## config.mk

```make
export PLATFORM = sky130hd
export DESIGN_NAME = mc_control
export DESIGN_NICKNAME = d
export VERILOG_FILES = /design/src/rtl/mc_pkg.sv /design/src/rtl/mc_wait_timer.sv /design/src/rtl/mc_control.sv
export SDC_FILE = /design/constraint.sdc
export NUM_CORES = 1
export LEC_CHECK = 0
export ABC_CLOCK_PERIOD_IN_PS = 2620
export CAP_MARGIN = 20
export CORE_UTILIZATION = 45
export CTS_BUF_LIST = sky130_fd_sc_hd__clkbuf_8
export DETAILED_ROUTE_END_ITERATION = 16
export GPL_TIMING_DRIVEN = 0
export HOLD_SLACK_MARGIN = 0.06
export PLACE_DENSITY_LB_ADDON = 0.15
export SYNTH_ARGS = -nofsm -noshare
export SYNTH_HDL_FRONTEND = slang
export SYNTH_SLANG_ARGS = --single-unit
```

## constraint.sdc

```tcl
create_clock -name clk -period 2.62 [get_ports clk]
set_input_delay 0.655 -clock clk [delete_from_list [all_inputs] [get_ports clk]]
set_output_delay 0.655 -clock clk [all_outputs]
set_load 0.01 [all_outputs]
```

## src/rtl/mc_pkg.sv

```systemverilog
`default_nettype none
// +----------------------------------------------------------------------+
// | mc_pkg : shared codes for the multicycle MIPS control FSM             |
// | Revision: 1.0                                                         |
// +----------------------------------------------------------------------+
package mc_pkg;

    localparam logic [3:0] c_ST_FETCH  = 4'd0;
    localparam logic [3:0] c_ST_DECODE = 4'd1;
    localparam logic [3:0] c_ST_MEMADR = 4'd2;
    localparam logic [3:0] c_ST_MEMRD  = 4'd3;
    localparam logic [3:0] c_ST_MEMWB  = 4'd4;
    localparam logic [3:0] c_ST_MEMWR  = 4'd5;
    localparam logic [3:0] c_ST_EXEC   = 4'd6;
    localparam logic [3:0] c_ST_ALUWB  = 4'd7;
    localparam logic [3:0] c_ST_BRANCH = 4'd8;
    localparam logic [3:0] c_ST_ADDIEX = 4'd9;
    localparam logic [3:0] c_ST_ADDIWB = 4'd10;
    localparam logic [3:0] c_ST_JUMP   = 4'd11;
    localparam logic [3:0] c_ST_EXCEPT = 4'd15;

    localparam logic [5:0] c_OP_RTYPE = 6'b000000;
    localparam logic [5:0] c_OP_LW    = 6'b100011;
    localparam logic [5:0] c_OP_SW    = 6'b101011;
    localparam logic [5:0] c_OP_BEQ   = 6'b000100;
    localparam logic [5:0] c_OP_ADDI  = 6'b001000;
    localparam logic [5:0] c_OP_J     = 6'b000010;

    localparam logic [1:0] c_ALU_ADD   = 2'b00;
    localparam logic [1:0] c_ALU_SUB   = 2'b01;
    localparam logic [1:0] c_ALU_FUNCT = 2'b10;

    localparam logic [1:0] c_EXC_NONE    = 2'd0;
    localparam logic [1:0] c_EXC_TIMEOUT = 2'd1;
    localparam logic [1:0] c_EXC_ILLEGAL = 2'd2;

    // States that wait on the memory handshake
    function automatic logic is_wait_state(input logic [3:0] st);
        return (st == c_ST_FETCH) || (st == c_ST_MEMRD) || (st == c_ST_MEMWR);
    endfunction

endpackage
`default_nettype wire

```

## src/rtl/mc_wait_timer.sv

```systemverilog
`default_nettype none
// +----------------------------------------------------------------------+
// | mc_wait_timer : memory wait-cycle counter with timeout compare        |
// | Revision: 1.0                                                         |
// +----------------------------------------------------------------------+
module mc_wait_timer #(
    parameter int TIMEOUT = 15
) (
    input  logic clk,
    input  logic SYS_reset,
    input  logic count_en,
    input  logic clear,
    output logic expired
);

    localparam logic [3:0] c_LIMIT = 4'(TIMEOUT);

    logic [3:0] r_count;

    // Saturates at the limit so a held request can never wrap back to zero
    always_ff @(posedge clk or negedge SYS_reset) begin
        if (!SYS_reset) begin
            r_count <= 4'd0;
        end else if (clear) begin
            r_count <= 4'd0;
        end else if (count_en && !expired) begin
            r_count <= r_count + 4'd1;
        end
    end

    assign expired = (r_count == c_LIMIT);

endmodule
`default_nettype wire

```

## src/rtl/mc_control.sv

```systemverilog
`default_nettype none
// +----------------------------------------------------------------------+
// | mc_control : multicycle MIPS control FSM with memory-wait timeout     |
// | Revision: 1.0                                                         |
// +----------------------------------------------------------------------+
module mc_control
    import mc_pkg::*;
#(
    parameter int TIMEOUT = 15
) (
    input  logic       clk,
    input  logic       SYS_reset,
    input  logic [5:0] opcode,
    input  logic       mem_ready,
    output logic       pc_write,
    output logic       pc_write_cond,
    output logic       ir_write,
    output logic       reg_write,
    output logic       mem_read,
    output logic       mem_write,
    output logic       iord,
    output logic       mem_to_reg,
    output logic       reg_dst,
    output logic       alu_src_a,
    output logic [1:0] alu_src_b,
    output logic [1:0] alu_op,
    output logic [1:0] pc_source,
    output logic       exception,
    output logic [1:0] exc_cause,
    output logic [3:0] state
);

    logic [3:0] r_state;
    logic [3:0] w_next_state;
    logic [1:0] r_exc_cause;
    logic [1:0] w_next_cause;
    logic       w_expired;
    logic       w_count_en;
    logic       w_clear;

    logic w_pc_write, w_pc_write_cond, w_ir_write, w_reg_write, w_mem_read, w_mem_write;

    assign w_count_en = is_wait_state(r_state) && !mem_ready;
    assign w_clear    = (w_next_state != r_state);

    mc_wait_timer #(
        .TIMEOUT (TIMEOUT)
    ) u_wait_timer (
        .clk       (clk),
        .SYS_reset (SYS_reset),
        .count_en  (w_count_en),
        .clear     (w_clear),
        .expired   (w_expired)
    );

    always_ff @(posedge clk or negedge SYS_reset) begin
        if (!SYS_reset) begin
            r_state     <= c_ST_FETCH;
            r_exc_cause <= c_EXC_NONE;
        end else begin
            r_state     <= w_next_state;
            r_exc_cause <= w_next_cause;
        end
    end

    always_comb begin
        w_next_state    = r_state;
        w_next_cause    = r_exc_cause;
        w_pc_write      = 1'b0;
        w_pc_write_cond = 1'b0;
        w_ir_write      = 1'b0;
        w_reg_write     = 1'b0;
        w_mem_read      = 1'b0;
        w_mem_write     = 1'b0;
        iord            = 1'b0;
        mem_to_reg      = 1'b0;
        reg_dst         = 1'b0;
        alu_src_a       = 1'b0;
        alu_src_b       = 2'b00;
        alu_op          = c_ALU_ADD;
        pc_source       = 2'b00;
        exception       = 1'b0;
        case (r_state)
            c_ST_FETCH: begin
                w_mem_read = 1'b1;
                alu_src_b  = 2'b01;
                if (mem_ready) begin
                    w_ir_write   = 1'b1;
                    w_pc_write   = 1'b1;
                    w_next_state = c_ST_DECODE;
                end else if (w_expired) begin
                    w_next_state = c_ST_EXCEPT;
                    w_next_cause = c_EXC_TIMEOUT;
                end
            end
            c_ST_DECODE: begin
                alu_src_b = 2'b11;
                case (opcode)
                    c_OP_RTYPE:      w_next_state = c_ST_EXEC;
                    c_OP_LW, c_OP_SW: w_next_state = c_ST_MEMADR;
                    c_OP_BEQ:        w_next_state = c_ST_BRANCH;
                    c_OP_ADDI:       w_next_state = c_ST_ADDIEX;
                    c_OP_J:          w_next_state = c_ST_JUMP;
                    default: begin
                        w_next_state = c_ST_EXCEPT;
                        w_next_cause = c_EXC_ILLEGAL;
                    end
                endcase
            end
            c_ST_MEMADR: begin
                alu_src_a    = 1'b1;
                alu_src_b    = 2'b10;
                w_next_state = (opcode == c_OP_LW) ? c_ST_MEMRD : c_ST_MEMWR;
            end
            c_ST_MEMRD: begin
                iord       = 1'b1;
                w_mem_read = 1'b1;
                if (mem_ready) begin
                    w_next_state = c_ST_MEMWB;
                end else if (w_expired) begin
                    w_next_state = c_ST_EXCEPT;
                    w_next_cause = c_EXC_TIMEOUT;
                end
            end
            c_ST_MEMWB: begin
                mem_to_reg   = 1'b1;
                w_reg_write  = 1'b1;
                w_next_state = c_ST_FETCH;
            end
            c_ST_MEMWR: begin
                iord        = 1'b1;
                w_mem_write = 1'b1;
                if (mem_ready) begin
                    w_next_state = c_ST_FETCH;
                end else if (w_expired) begin
                    w_next_state = c_ST_EXCEPT;
                    w_next_cause = c_EXC_TIMEOUT;
                end
            end
            c_ST_EXEC: begin
                alu_src_a    = 1'b1;
                alu_op       = c_ALU_FUNCT;
                w_next_state = c_ST_ALUWB;
            end
            c_ST_ALUWB: begin
                reg_dst      = 1'b1;
                w_reg_write  = 1'b1;
                w_next_state = c_ST_FETCH;
            end
            c_ST_BRANCH: begin
                alu_src_a       = 1'b1;
                alu_op          = c_ALU_SUB;
                pc_source       = 2'b01;
                w_pc_write_cond = 1'b1;
                w_next_state    = c_ST_FETCH;
            end
            c_ST_ADDIEX: begin
                alu_src_a    = 1'b1;
                alu_src_b    = 2'b10;
                w_next_state = c_ST_ADDIWB;
            end
            c_ST_ADDIWB: begin
                w_reg_write  = 1'b1;
                w_next_state = c_ST_FETCH;
            end
            c_ST_JUMP: begin
                pc_source    = 2'b10;
                w_pc_write   = 1'b1;
                w_next_state = c_ST_FETCH;
            end
            c_ST_EXCEPT: begin
                exception = 1'b1;
            end
            default: begin
                w_next_state = c_ST_FETCH;
            end
        endcase
    end

    // Reset holds the FSM in FETCH, so the enables are gated to keep mem_read quiet
    assign pc_write      = w_pc_write      & SYS_reset;
    assign pc_write_cond = w_pc_write_cond & SYS_reset;
    assign ir_write      = w_ir_write      & SYS_reset;
    assign reg_write     = w_reg_write     & SYS_reset;
    assign mem_read      = w_mem_read      & SYS_reset;
    assign mem_write     = w_mem_write     & SYS_reset;

    assign exc_cause = r_exc_cause;
    assign state     = r_state;

endmodule
`default_nettype wire

```

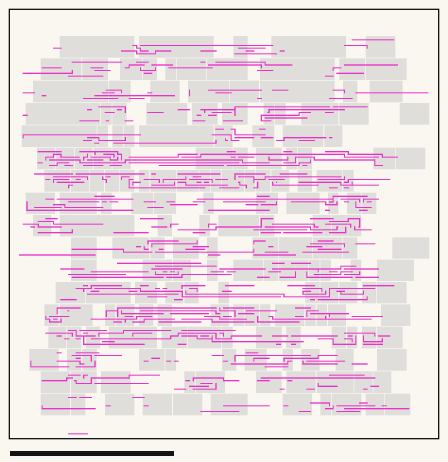
(metal 1)
Scale bar: 20 um.
The longest straight run is 17.5 um. The layer holds 46% of the routed length. The layer carries 1,460 um of wire. 173 nets have wire on it. The wires run mostly horizontal.

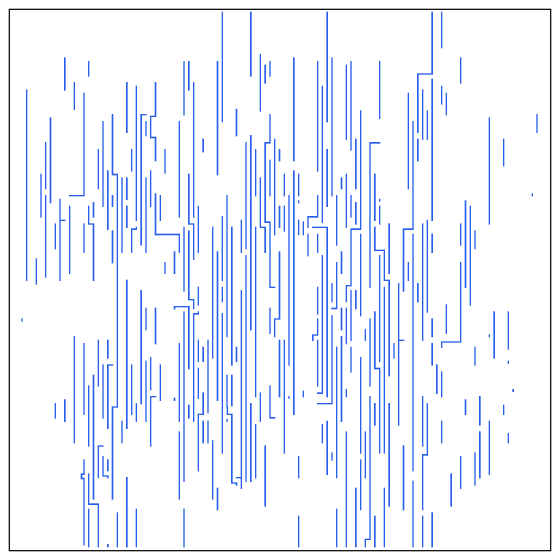
(the metal 2 layer)
The wires run mostly vertical. The longest straight run is 23.5 um. The layer carries 1,570 um of wire.

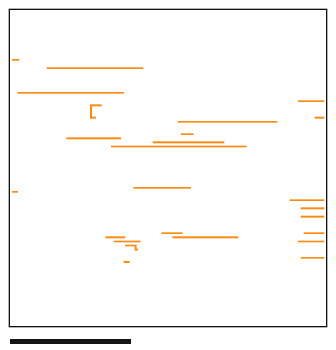
(the metal 3 layer)
Scale bar: 20 um.
23 nets have wire on it. The layer carries 161 um of wire. The wires run mostly horizontal.

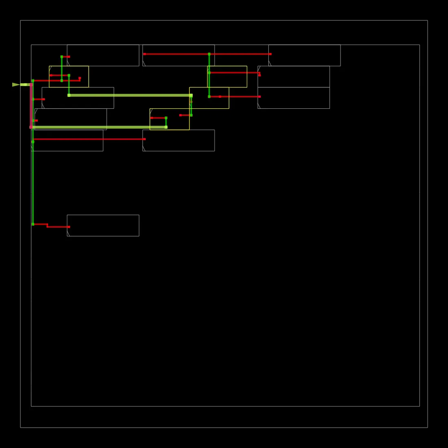
(clock routing)
insertion delay of the later-clocked pin in the worst-skew pair: 0.23 ns
Worst Clk Skew: 0.00161 ns
total clock network power: 0.188 mW
number of sequential storage elements: 10
clock buffers created by TritonCTS: 3

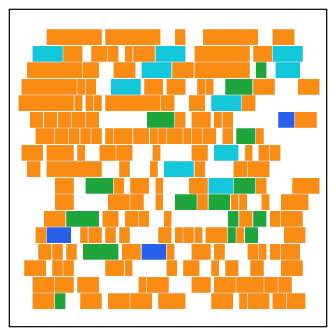
(sizing map)
Blue shows drive 3 to 4, cells 3. Cyan shows drive 6 and up, cells 10. Green shows drive 2, cells 15. Orange shows drive 1 or less, cells 155.

==> run notes <==
The run gives 0 for the number of antenna violations at the first check in global routing. The script logs the ratio of routed vias to standard cells as 5.99. At the worst endpoint, the required time is 1.97 ns. Before any placement, the netlist area is recorded as 1130 um^2. The run gives 52 as the number of distinct standard cells referenced by the synthesized netlist.

The run gives 0.142 for the portion of total power attributed to sequential cells. The final worst-path setup slack is 0.0939 ns. The run gives 0.491 for the core utilization before placement. The run gives 1130 um^2 for the chip area from the yosys synthesis statistics. The share of the synthesized area in the top cell type came out at 0.222. After routing the design area is 1560 um^2. Max-cap violations in this run came to 0. The report lists the number of standard-cell rows as 17.

The tools report the iteration tally of the first detailed-router pass as 5. The arrival time reported for the critical path endpoint is 1.87 ns. The per-instance average area after synthesis is 7.57 um^2, and the worst slack at placement is -0.606 ns.

Entering global routing, the biggest net connects 20 pins. The tools report the origin of the worst setup path as mem_ready. In this run the worst path has a maximum fanout of 10. After detailed placement, the total cell area comes to 1470 um^2. The proportion of synthesized chip area in sequential cells is 0.222, and the post-route fraction of the period consumed by the critical path is 0.964.

Measured along the y axis, the die boundary spans 52.1 um. The switching portion of total power works out to 0.467. The run gives 0 as the number of DRC violations after detailed routing.

The source of the worst register-to-register timing path is u_wait_timer.r_count[0]. With the die width at 52.1 um, the clock period minus final worst setup slack is 2.53 ns. The number of pins with negative max-slew slack in the final report is 0.

The global-route wire length before repair came out at 5.26 mm. Per the log, the first TritonRoute iteration ended with a DRC count of 53. Setup slack on the worst reg-to-reg path comes out at 0.56 ns. The half-perimeter wire length after detailed placement is 2.45 mm, and the average wire per standard cell is 15.2 um. The startpoint type of the worst setup path was a primary input. The synth_stat.txt file lists the number of cells as 149.

Warnings reported by Yosys during synthesis add up to 0. Yosys attributes the largest share of cell area to dfrtp_1, nor2_1, nor3_1. For this design the top-level I/O count stands at 32. TritonCTS built the clock tree. For the worst reg-to-reg path, the endpoint reported by OpenROAD is u_wait_timer.r_count[0]. Setup violations remaining at the end of the flow were counted as 0.

Post-CTS timing repair inserted 0 buffers for setup. The completed layout was analyzed and its total power is 1.55 mW. Setup repair after global routing left no endpoint under its margin. Global routing finished with a remaining overflow of 0. With the worst slew slack as a fraction of its limit at 0.566, the number of global-route vias before repair is 1,132. The tools report the H-tree depth as 1. The flow ran to the end, and the final reports show no timing, DRC or antenna violations. Looking at the max-slew report, the worst-margin pin has a slew of 0.641 ns. Static leakage: 0.680 nW. In this run the tools logged warnings totalling 26. Yosys reported a register bit count of 10.

For the clock network fraction of design power, the log shows 0.122. The tools report the final estimated routing congestion in global placement as 0.925. The capture point of the critical path was pc_write.

The total routing resource utilization after global routing is 0.261. According to the hold report, the worst path is of the primary input to asynchronous set/reset pin type. Part of the total power dissipated in combinational logic: 0.737.

The worst setup path is captured at an output port. In this run the tool buffered the top-level ports with 31 buffer cells. Main flop type after synthesis: dfrtp_1. The repair_antennas step left the layout with diodes totalling 0. Counting every net in the synthesized netlist gives 159.

The area growth from synthesis to layout is 37.9%. After clock tree synthesis, the clock-pin slew on the worst setup and hold paths is 0.05 ns. Based on the critical path, the design can be clocked at up to 0.396 GHz. The count of flip-flops with a built-in enable after synthesis is 0.

The tools report the sum of routed wire length over all layers as 3.20 mm. The area of the core region was 2300 um^2. Number of hold violations in the final report: 0. The buffer cell driving the clock tree root was clkbuf_8. Synthesis handed over a netlist of 149 instances. Number of cells on the worst reg-to-reg path: 7. Of all cell types, the one taking the most synthesized area is dfrtp_1. The number of vias in the routed layout is 1,264.

The total clock sinks is 10, and the fraction of synthesis flops using an asynchronous set or reset pin is 1.00. Area enclosed by the die boundary: 2710 um^2. The net total in the final layout came out at 194. The worst setup path category was primary input to output port. The clock passes through at most 2 buffers. For this design the total switching power over the nets is 0.722 mW. The script computed a power per unit cell area of 994 nW/um^2. The internal power component came out at 0.825 mW. The smallest hold slack was 0.313 ns. The tools report the final standard cell utilization of the core as 0.678.
critical path, stage by stage:
cell and delay [ns]:
clkdlybuf4s50_1 0.49, buf_6 0.15, inv_1 0.07, nor3_2 0.15
a21o_1 0.10, dlygate4sd2_1 0.26
power by group through the flow:
stage	sequential, mW	clock (mW)	combinational, mW
floorplan	0.230	0	0.722
detailed placement	0.222	0	1.12
global route	0.224	0.200	1.23
finish	0.219	0.188	1.14
global placement	0.220	0	1.11
CTS	0.219	0.193	1.12
worst min-delay path by stage:
stage	end	startpoint
3_3_place_gp	exc_cause[0]	exc_cause[0]
5_1_grt	u_wait_timer.r_count[1]	SYS_reset
2_1_floorplan	exc_cause[0]	SYS_reset
6_report	u_wait_timer.r_count[1]	SYS_reset
4_1_cts	u_wait_timer.r_count[1]	SYS_reset
3_5_place_dp	exc_cause[0]	exc_cause[0]
cells by family (layout without fill, tap and decap cells):
| family | after synthesis | after routing | share of synthesized area |
|---|---|---|---|
| simple gates | 72 | 72 | 0.329 |
| buf+inv | 17 | 51 | 0.101 |
| fa+ha+maj | 2 | 2 | 0.0200 |
| flops | 10 | 10 | 0.222 |
| mux | 1 | 1 | 0.00887 |
| xor+xnor | 5 | 5 | 0.0388 |
| compound gates | 42 | 42 | 0.280 |
timing repair:
action                     4_1_cts  5_1_grt
hold endpoints to repair         0        0
setup endpoints to repair       10       11
hold buffers                     0        0
gates resized                   13       13
pin swaps                        0        1
through the flow:
stage | setup TNS (ns) | cells
4_1_cts | 0 | 211
6_report | 0 | 211
2_1_floorplan | 0 | 149
3_3_place_gp | -2.88 | 208
3_5_place_dp | -3.19 | 208
5_1_grt | 0 | 211
registers in the layout, indices dropped and copies added, names as in the netlist:
register,count
state,4
u_wait_timer.r_count,4
exc_cause,2
cells in the final DEF (no fill, tap or decap), types with 2 or more instances in the layout:
cell             count
nand2_1             12
nor2_2               2
dlygate4sd2_1        5
inv_1                5
and3_1               3
dfrtp_1             10
o22ai_1              2
xnor2_1              4
a21o_1               3
buf_2                2
nor4_1               5
a21oi_1              7
o21ai_0              8
nor3_1              10
buf_6                3
o211ai_1             3
and2_1               2
dlymetal6s2s_1       4
nor2b_1              3
nand3_1              5
clkdlybuf4s50_1     21
nand2b_1             4
clkbuf_8             7
nor2_1              15
per-layer routing:
| metal | global-route usage | up-vias | routed length [um] |
|---|---|---|---|
| met2 | 0.447 | 39 | 1570 |
| met3 | 0.0526 | 4 | 161 |
| met1 | 0.344 | 591 | 1460 |
| li1 | - | 630 | - |
| met5 | 0 | - | 0 |
| met4 | 0.0360 | 0 | 9 |
cells in the mapped netlist, types with 4 or more instances:
cell type  instances
clkbuf_1           4
xnor2_1            4
nor2_1            18
nand2_1           12
inv_1              6
nand3_1            5
nor4_1             6
nor3_1            11
o21ai_0            9
a21oi_1            7
nand2b_1           4
dfrtp_1           10
area by class of cell:
| cell class | instances | area [um^2] |
|---|---|---|
| Multi-Input combinational cell | 122 | 788 |
| Timing Repair Buffer | 31 | 309 |
| Inverter | 6 | 22.5 |
| Tap cell | 28 | 35.0 |
| Fill cell | 196 | 741 |
| Sequential cell | 10 | 250 |
| Clock buffer | 4 | 55.1 |
| Buffer | 10 | 96.3 |
No activity file was given, so power comes from the tool's default toggle rates.
